### Register map, names as in the netlist

The bar under the picture is 20 um long. Other sequential cells in the stronger gray, the rest of the logic in the fainter gray.
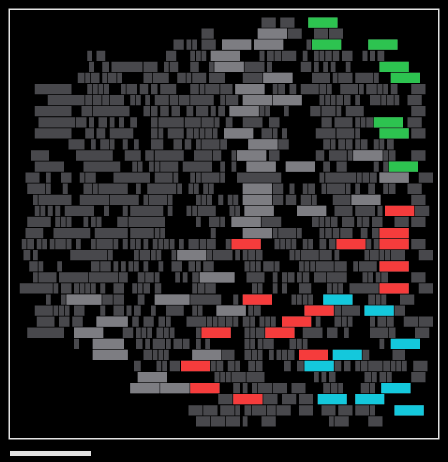
### Signal wires by layer

Only two layers are drawn.
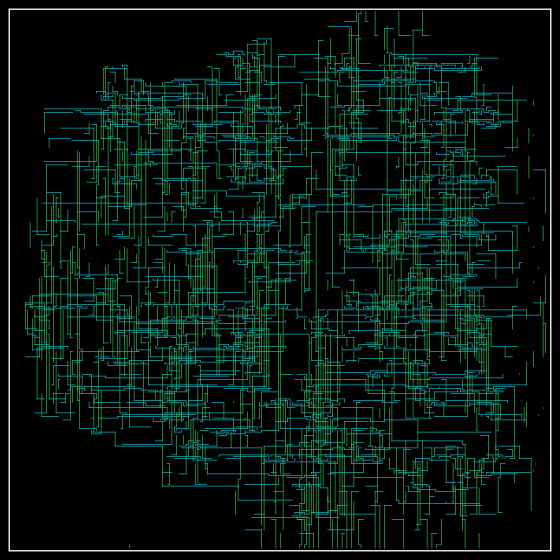
### Pin map

Pins as bars across the die edge, other pins in gray.
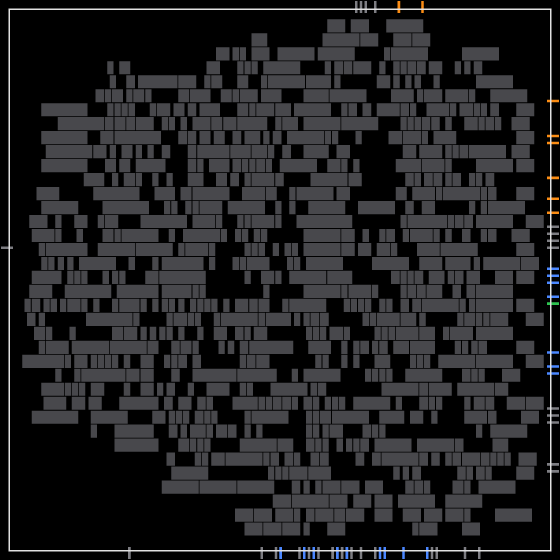
### Clock wiring as the flow saved it

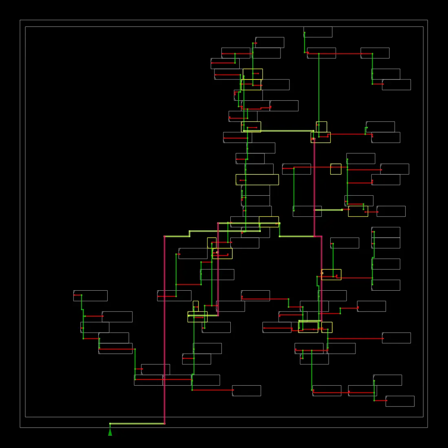
**src/rtl/approx_mult_pkg.sv**
```systemverilog
// ---------------------------------------------------------------------------
// approx_mult_pkg
// Shared definitions for the approximate-multiplier error sweep:
//   - state_t  : sweep controller states
//   - widths   : pair index, operand, product, error magnitude, counters
//   - err_mag  : magnitude of a 9-bit two's-complement product difference
// ---------------------------------------------------------------------------
package approx_mult_pkg;

    localparam int IDX_W  = 8;   // pair index {A, B}
    localparam int OP_W   = 4;   // multiplier operand width
    localparam int PROD_W = 8;   // 4x4 product width
    localparam int MAG_W  = 8;   // |exact - approx| kept width
    localparam int ERR_W  = 9;   // error count, 0..256
    localparam int SUM_W  = 16;  // sum of magnitudes, max 256*225

    localparam logic [IDX_W-1:0] IDX_LAST = 8'hFF;

    typedef enum logic [1:0] {
        IDLE  = 2'd0,
        SWEEP = 2'd1,
        DRAIN = 2'd2,
        DONE  = 2'd3
    } state_t;

    // Magnitude of a 9-bit signed difference; the result always fits in
    // 8 bits because both operands of the subtraction are 8-bit unsigned.
    function automatic logic [MAG_W-1:0] err_mag(input logic [PROD_W:0] diff);
        logic [PROD_W:0] pos;
        if (diff[PROD_W]) begin
            pos = 9'd0 - diff;
        end else begin
            pos = diff;
        end
        return pos[MAG_W-1:0];
    endfunction

endpackage

```
**src/rtl/multiplier_4x4.sv**
```systemverilog
// ---------------------------------------------------------------------------
// multiplier_4x4
// Approximate unsigned 4x4 multiplier. The two least-significant partial
// product columns (weights 1 and 2) are dropped entirely, including any
// carry they would have produced. The result is therefore never larger
// than the exact product and differs from it by at most 5.
// Ports:
//   a, b : 4-bit unsigned operands
//   p    : 8-bit approximate product (combinational)
// ---------------------------------------------------------------------------
module multiplier_4x4
    import approx_mult_pkg::*;
(
    input  logic [OP_W-1:0]   a,
    input  logic [OP_W-1:0]   b,
    output logic [PROD_W-1:0] p
);

    logic [PROD_W-1:0] pp0_s;
    logic [PROD_W-1:0] pp1_s;
    logic [PROD_W-1:0] pp2_s;
    logic [PROD_W-1:0] pp3_s;

    // Partial-product rows with the weight-1 and weight-2 bits removed
    always_comb begin
        pp0_s = 8'd0;
        pp1_s = 8'd0;
        pp2_s = 8'd0;
        pp3_s = 8'd0;
        // row b[0]: keep a[3:2] (weights 4, 8)
        if (b[0]) begin
            pp0_s = {2'b00, a[3:2], 2'b00};
        end else begin
            pp0_s = 8'd0;
        end
        // row b[1]: keep a[3:1] (weights 4..16)
        if (b[1]) begin
            pp1_s = {3'b000, a[3:1], 2'b00};
        end else begin
            pp1_s = 8'd0;
        end
        if (b[2]) begin
            pp2_s = {2'b00, a, 2'b00};
        end else begin
            pp2_s = 8'd0;
        end
        if (b[3]) begin
            pp3_s = {1'b0, a, 3'b000};
        end else begin
            pp3_s = 8'd0;
        end
    end

    assign p = pp0_s + pp1_s + pp2_s + pp3_s;

endmodule

```
**src/rtl/approx_err_sweep.sv**
```systemverilog
// ---------------------------------------------------------------------------
// approx_err_sweep
// Exhaustively drives all 256 operand pairs through one multiplier_4x4 and
// accumulates error statistics against the exact product.
// Parameters:
//   USE_APPROX : 1 = use multiplier_4x4 result, 0 = substitute exact A*B
// Ports:
//   clk, rst    : clock, synchronous active-high reset
//   start       : one-cycle sweep request (honoured only in IDLE)
//   busy        : sweep or drain in progress
//   done        : one-cycle pulse when results are valid
//   err_cnt     : number of pairs with a nonzero error
//   sum_abs_err : sum of |exact - approx|
//   med         : mean error distance, sum_abs_err / 256
//   max_abs_err : largest |exact - approx|
//   max_a/max_b : operands of the earliest pair reaching max_abs_err
// Timing, start sampled in cycle 0: SWEEP in cycles 1..256 (idx 0..255),
// DRAIN in 257 (last stage-1 entry accumulated), DONE in 258.
// ---------------------------------------------------------------------------
module approx_err_sweep
    import approx_mult_pkg::*;
#(
    parameter int USE_APPROX = 1
) (
    input  logic             clk,
    input  logic             rst,
    input  logic             start,
    output logic             busy,
    output logic             done,
    output logic [ERR_W-1:0] err_cnt,
    output logic [SUM_W-1:0] sum_abs_err,
    output logic [7:0]       med,
    output logic [MAG_W-1:0] max_abs_err,
    output logic [OP_W-1:0]  max_a,
    output logic [OP_W-1:0]  max_b
);

    state_t             state_r;
    state_t             state_nxt_s;
    logic [IDX_W-1:0]   idx_r;
    logic               accept_s;

    logic [OP_W-1:0]    op_a_s;
    logic [OP_W-1:0]    op_b_s;
    logic [PROD_W-1:0]  approx_p_s;
    logic [PROD_W-1:0]  exact_p_s;
    logic [PROD_W-1:0]  prod_s;
    logic [PROD_W:0]    diff_s;
    logic [MAG_W-1:0]   mag_s;

    logic               s1_valid_r;
    logic [OP_W-1:0]    s1_a_r;
    logic [OP_W-1:0]    s1_b_r;
    logic [MAG_W-1:0]   s1_mag_r;

    logic               busy_r;
    logic               done_r;
    logic [ERR_W-1:0]   err_cnt_r;
    logic [SUM_W-1:0]   sum_r;
    logic [MAG_W-1:0]   max_r;
    logic [OP_W-1:0]    max_a_r;
    logic [OP_W-1:0]    max_b_r;

    assign accept_s = (state_r == IDLE) && start;
    assign op_a_s   = idx_r[7:4];
    assign op_b_s   = idx_r[3:0];

    multiplier_4x4 u_mult (
        .a (op_a_s),
        .b (op_b_s),
        .p (approx_p_s)
    );

    assign exact_p_s = {4'b0000, op_a_s} * {4'b0000, op_b_s};
    assign prod_s    = (USE_APPROX != 0) ? approx_p_s : exact_p_s;
    // 9-bit difference so that an approximation above exact is also handled
    assign diff_s    = {1'b0, exact_p_s} - {1'b0, prod_s};
    assign mag_s     = err_mag(diff_s);

    // Next-state logic
    always_comb begin
        state_nxt_s = state_r;
        case (state_r)
            IDLE: begin
                if (start) begin
                    state_nxt_s = SWEEP;
                end else begin
                    state_nxt_s = IDLE;
                end
            end
            SWEEP: begin
                if (idx_r == IDX_LAST) begin
                    state_nxt_s = DRAIN;
                end else begin
                    state_nxt_s = SWEEP;
                end
            end
            DRAIN:   state_nxt_s = DONE;
            DONE:    state_nxt_s = IDLE;
            default: state_nxt_s = IDLE;
        endcase
    end

    // State register plus registered busy/done derived from the next state
    always_ff @(posedge clk) begin
        if (rst) begin
            state_r <= IDLE;
            busy_r  <= 1'b0;
            done_r  <= 1'b0;
        end else begin
            state_r <= state_nxt_s;
            busy_r  <= (state_nxt_s == SWEEP) || (state_nxt_s == DRAIN);
            done_r  <= (state_nxt_s == DONE);
        end
    end

    // Pair index: cleared on accept, advances every SWEEP cycle, wraps to 0
    always_ff @(posedge clk) begin
        if (rst) begin
            idx_r <= 8'd0;
        end else if (accept_s) begin
            idx_r <= 8'd0;
        end else if (state_r == SWEEP) begin
            idx_r <= idx_r + 8'd1;
        end else begin
            idx_r <= idx_r;
        end
    end

    // Stage 1: capture the pair and its error magnitude
    always_ff @(posedge clk) begin
        if (rst) begin
            s1_valid_r <= 1'b0;
            s1_a_r     <= 4'd0;
            s1_b_r     <= 4'd0;
            s1_mag_r   <= 8'd0;
        end else begin
            s1_valid_r <= (state_r == SWEEP);
            s1_a_r     <= op_a_s;
            s1_b_r     <= op_b_s;
            s1_mag_r   <= mag_s;
        end
    end

    // Accumulators fed from stage 1; strict compare keeps the earliest max
    always_ff @(posedge clk) begin
        if (rst) begin
            err_cnt_r <= 9'd0;
            sum_r     <= 16'd0;
            max_r     <= 8'd0;
            max_a_r   <= 4'd0;
            max_b_r   <= 4'd0;
        end else if (accept_s) begin
            err_cnt_r <= 9'd0;
            sum_r     <= 16'd0;
            max_r     <= 8'd0;
            max_a_r   <= 4'd0;
            max_b_r   <= 4'd0;
        end else if (s1_valid_r) begin
            err_cnt_r <= err_cnt_r + {{(ERR_W-1){1'b0}}, (s1_mag_r != 8'd0)};
            sum_r     <= sum_r + {{(SUM_W-MAG_W){1'b0}}, s1_mag_r};
            if (s1_mag_r > max_r) begin
                max_r   <= s1_mag_r;
                max_a_r <= s1_a_r;
                max_b_r <= s1_b_r;
            end else begin
                max_r   <= max_r;
                max_a_r <= max_a_r;
                max_b_r <= max_b_r;
            end
        end else begin
            err_cnt_r <= err_cnt_r;
            sum_r     <= sum_r;
            max_r     <= max_r;
            max_a_r   <= max_a_r;
            max_b_r   <= max_b_r;
        end
    end

    assign busy        = busy_r;
    assign done        = done_r;
    assign err_cnt     = err_cnt_r;
    assign sum_abs_err = sum_r;
    assign med         = sum_r[15:8];
    assign max_abs_err = max_r;
    assign max_a       = max_a_r;
    assign max_b       = max_b_r;

endmodule

```
**config.mk**
```make
export PLATFORM = sky130hd
export DESIGN_NAME = approx_err_sweep
export DESIGN_NICKNAME = d
export VERILOG_FILES = /design/src/rtl/approx_mult_pkg.sv /design/src/rtl/multiplier_4x4.sv /design/src/rtl/approx_err_sweep.sv
export SDC_FILE = /design/constraint.sdc
export NUM_CORES = 1
export LEC_CHECK = 0
export ABC_AREA = 1
export CAP_MARGIN = 15
export CORE_UTILIZATION = 45
export DETAILED_ROUTE_END_ITERATION = 16
export PLACE_DENSITY_LB_ADDON = 0.25
export SETUP_SLACK_MARGIN = 0.1
export SLEW_MARGIN = 20
export SYNTH_ARGS = -nofsm -noshare
export SYNTH_HDL_FRONTEND = slang
export SYNTH_HIERARCHICAL = 1
export SYNTH_SLANG_ARGS = --single-unit
```
**constraint.sdc**
```tcl
create_clock -name clk -period 4.3 [get_ports clk]
set_input_delay 1.075 -clock clk [delete_from_list [all_inputs] [get_ports clk]]
set_output_delay 1.075 -clock clk [all_outputs]
set_load 0.1 [all_outputs]
```
==> run_summary.xml <==
<?xml version="1.0" encoding="UTF-8"?>
<metrics>
  <group name="detailed_routing">
    <metric name="drt_drc_violations_left" unit="">0</metric>
    <metric name="wl_met3" unit="um">309</metric>
    <metric name="wirelength_met1" unit="mm">4.69</metric>
    <metric name="detail_route.wl_per_cell" unit="um">12.5</metric>
    <metric name="detailroute.wirelength.met2" unit="mm">5.57</metric>
    <metric name="drtIter0Drc" unit="">211</metric>
    <metric name="topRoutingLayerUsed" unit="">met4</metric>
    <metric name="route.antenna.remaining_nets" unit="">0</metric>
    <metric name="postRouteWirelength" unit="mm">10.9</metric>
  </group>
  <group name="place">
    <metric name="dp_hpwl" unit="mm">8.15</metric>
    <metric name="place.detailed.instances" unit="">848</metric>
    <metric name="port_buffers" unit="">53</metric>
    <metric name="place_area" unit="mm^2">0.00553</metric>
  </group>
  <group name="yosys">
    <metric name="synth.avg_cell_area" unit="um^2">7.19</metric>
    <metric name="postSynth.asyncResetShare" unit="%">0</metric>
    <metric name="ys.flops" unit="">70</metric>
    <metric name="synthDistinctLibCells" unit="">43</metric>
    <metric name="synth.cellmix.adderShare" unit="%">18.1</metric>
    <metric name="synth.largest_area_cell" unit="">sky130_fd_sc_hd__dfxtp_1</metric>
    <metric name="post-synth-top-area-fraction" unit="%">29.3</metric>
    <metric name="dominantRegCellSynth" unit="">sky130_fd_sc_hd__dfxtp_1</metric>
    <metric name="area_leaders" unit="">sky130_fd_sc_hd__dfxtp_1, sky130_fd_sc_hd__ha_1, sky130_fd_sc_hd__nand2_1</metric>
    <metric name="enable_flop_cells" unit="">0</metric>
    <metric name="ys_seq_share" unit="%">29.3</metric>
    <metric name="yosysChipArea" unit="mm^2">0.00478</metric>
    <metric name="mux_area_share" unit="%">0</metric>
    <metric name="syn-instance-count" unit="">665</metric>
    <metric name="synth-simple-area-share" unit="%">27.8</metric>
    <metric name="yosysMostFrequentCell" unit="">sky130_fd_sc_hd__nand2_1</metric>
    <metric name="common_cells" unit="">sky130_fd_sc_hd__nand2_1, sky130_fd_sc_hd__inv_1, sky130_fd_sc_hd__dfxtp_1, sky130_fd_sc_hd__nor2_1, sky130_fd_sc_hd__a21oi_1</metric>
    <metric name="post_synth_instance_area" unit="mm^2">0.00478</metric>
  </group>
  <group name="worst_setup_path">
    <metric name="timing.rr.end" unit="">s1_mag_r[5]</metric>
    <metric name="capture_point_of_the_worst_path" unit="">s1_mag_r[5]</metric>
    <metric name="worst-setup-path-type" unit="">reg2reg</metric>
    <metric name="startpoint" unit="">idx_r[2]</metric>
    <metric name="critPathMaxFanout" unit="">7</metric>
    <metric name="worst-path-stages" unit="">21</metric>
    <metric name="cp_num_buf_inv" unit="">5</metric>
    <metric name="cp.required" unit="ps">4540</metric>
    <metric name="critical_path.endpoint_type" unit="">register</metric>
    <metric name="critical_path.top_delay_family" unit="">adder cells</metric>
    <metric name="cp-start-kind" unit="">register</metric>
    <metric name="critical-path-top-cell-by-count" unit="">sky130_fd_sc_hd__inv_2</metric>
    <metric name="cp_cell_sequence" unit="">nand2_4 &gt; fa_1 &gt; inv_2 &gt; fa_2 &gt; xnor2_2 &gt; inv_2 &gt; ha_4 &gt; inv_2 &gt; fa_1 &gt; fa_1 &gt; inv_2 &gt; ha_4 &gt; inv_2 &gt; nand2_4 &gt; nand4_4 &gt; nand2_2 &gt; nand2_4 &gt; nand2_4 &gt; nand2_2 &gt; nor2_1 &gt; nor2_1</metric>
    <metric name="max_stage_delay" unit="ps">590</metric>
    <metric name="rr_worst_depth" unit="">21</metric>
  </group>
  <group name="global_route">
    <metric name="grt_use_met2" unit="%">37.1</metric>
    <metric name="grt_pass1_wl" unit="mm">18.2</metric>
    <metric name="gr-usage-met3" unit="%">2.93</metric>
    <metric name="antenna_violations_before_repair" unit="">0</metric>
    <metric name="maximum_number_of_pins_on_one_net_before_global_route_repair" unit="">35</metric>
  </group>
  <group name="floorplanning">
    <metric name="num_tap_cells" unit="">136</metric>
    <metric name="floorplan.rows" unit="">37</metric>
    <metric name="die_w" unit="um">105</metric>
    <metric name="floorplanUtilization" unit="%">46.3</metric>
    <metric name="core_ar" unit="mm^2">0.0103</metric>
    <metric name="die_h" unit="um">105</metric>
    <metric name="die_area" unit="mm^2">0.0110</metric>
  </group>
  <group name="cells_and_area">
    <metric name="comb_area_share" unit="%">51.4</metric>
    <metric name="drive_above_1_share" unit="%">18.4</metric>
    <metric name="design_area" unit="mm^2">0.00606</metric>
    <metric name="non_clock_buffer_area_share" unit="%">11.7</metric>
    <metric name="layout.cells.most_common" unit="">sky130_fd_sc_hd__nand2_1</metric>
    <metric name="sequential_cell_total" unit="">70</metric>
    <metric name="final-instance-count-excl-fill" unit="">869</metric>
    <metric name="final_core_utilization" unit="%">58.7</metric>
    <metric name="layout_top_cells" unit="">sky130_fd_sc_hd__nand2_1, sky130_fd_sc_hd__inv_1, sky130_fd_sc_hd__nor2_1</metric>
    <metric name="synthToLayoutAreaGrowth" unit="%">26.7</metric>
    <metric name="nMultiInputCombCells" unit="">452</metric>
    <metric name="seq_share" unit="%">23.4</metric>
    <metric name="clockNetworkAreaShare" unit="%">3.31</metric>
    <metric name="regArea" unit="mm^2">0.00142</metric>
  </group>
  <group name="clock_network">
    <metric name="cts_max_level" unit="">3</metric>
    <metric name="ctsLongestPathBuffers" unit="">2</metric>
    <metric name="cts_resized" unit="">31</metric>
    <metric name="postCtsSetupBuffers" unit="">3</metric>
  </group>
  <group name="power">
    <metric name="cellPowerDensity" unit="mW/mm^2">252</metric>
    <metric name="p_sw_share" unit="%">31.8</metric>
    <metric name="ir_worst_vdd" unit="mV">0.172</metric>
    <metric name="p_comb_share" unit="%">20.1</metric>
    <metric name="power.clock.fraction" unit="%">34.9</metric>
    <metric name="power" unit="W">0.00152</metric>
    <metric name="total_leakage_power" unit="nW">2.72</metric>
    <metric name="comb_cell_power" unit="W">0.000306</metric>
  </group>
  <group name="sta">
    <metric name="rsz0062_at_grt" unit="">true</metric>
    <metric name="timing.final.max_slew_violations" unit="">0</metric>
    <metric name="maximum_frequency_from_static_timing_analysis" unit="GHz">0.234</metric>
    <metric name="hold_violations" unit="">0</metric>
    <metric name="worst_clock_skew" unit="ps">12.5</metric>
    <metric name="layout_setup_ws" unit="ps">28.3</metric>
    <metric name="fraction_of_the_cycle_the_final_worst_path_needs" unit="%">99.3</metric>
    <metric name="holdWs" unit="ps">489</metric>
    <metric name="post-route-min-period" unit="ps">4270</metric>
    <metric name="max_slew.worst_pin.slew" unit="ps">977</metric>
  </group>
  <group name="min_path">
    <metric name="hold_start" unit="">max_b[2]</metric>
    <metric name="min_delay_path_depth" unit="">2</metric>
    <metric name="min_to" unit="">max_b[2]</metric>
  </group>
  <group name="status">
    <metric name="status" unit="">finished, final reports clean</metric>
  </group>
  <group name="run">
    <metric name="max_cap_violations" unit="">0</metric>
  </group>
</metrics>
Notes on 'Register map, names as in the netlist' above:
[red] sum_abs_err | sequential cells: 16
[green] max_abs_err | sequential cells: 8 | where: upper right
[cyan] err_cnt | sequential cells: 9 | where: lower right
not colored: 37

Notes on 'Signal wires by layer' above:
[cyan] metal 1 | wire length: 4690 um
[green] metal 2 | wire length: 5570 um

Notes on 'Pin map' above:
[green] busy | pins: 1 | direction: output | edge: right
[blue] sum_abs_err | pins: 16 | direction: output | edge: 9 bottom, 7 right
[orange] max_abs_err | pins: 8 | direction: output | edge: 6 right, 2 top

Notes on 'Clock wiring as the flow saved it' above:
clock sink total: 70
P_clk: 0.000531 W
TritonCTS Buffers: 9
number of clock buffers in the layout: 11

Power and IR drop assume default switching activity.
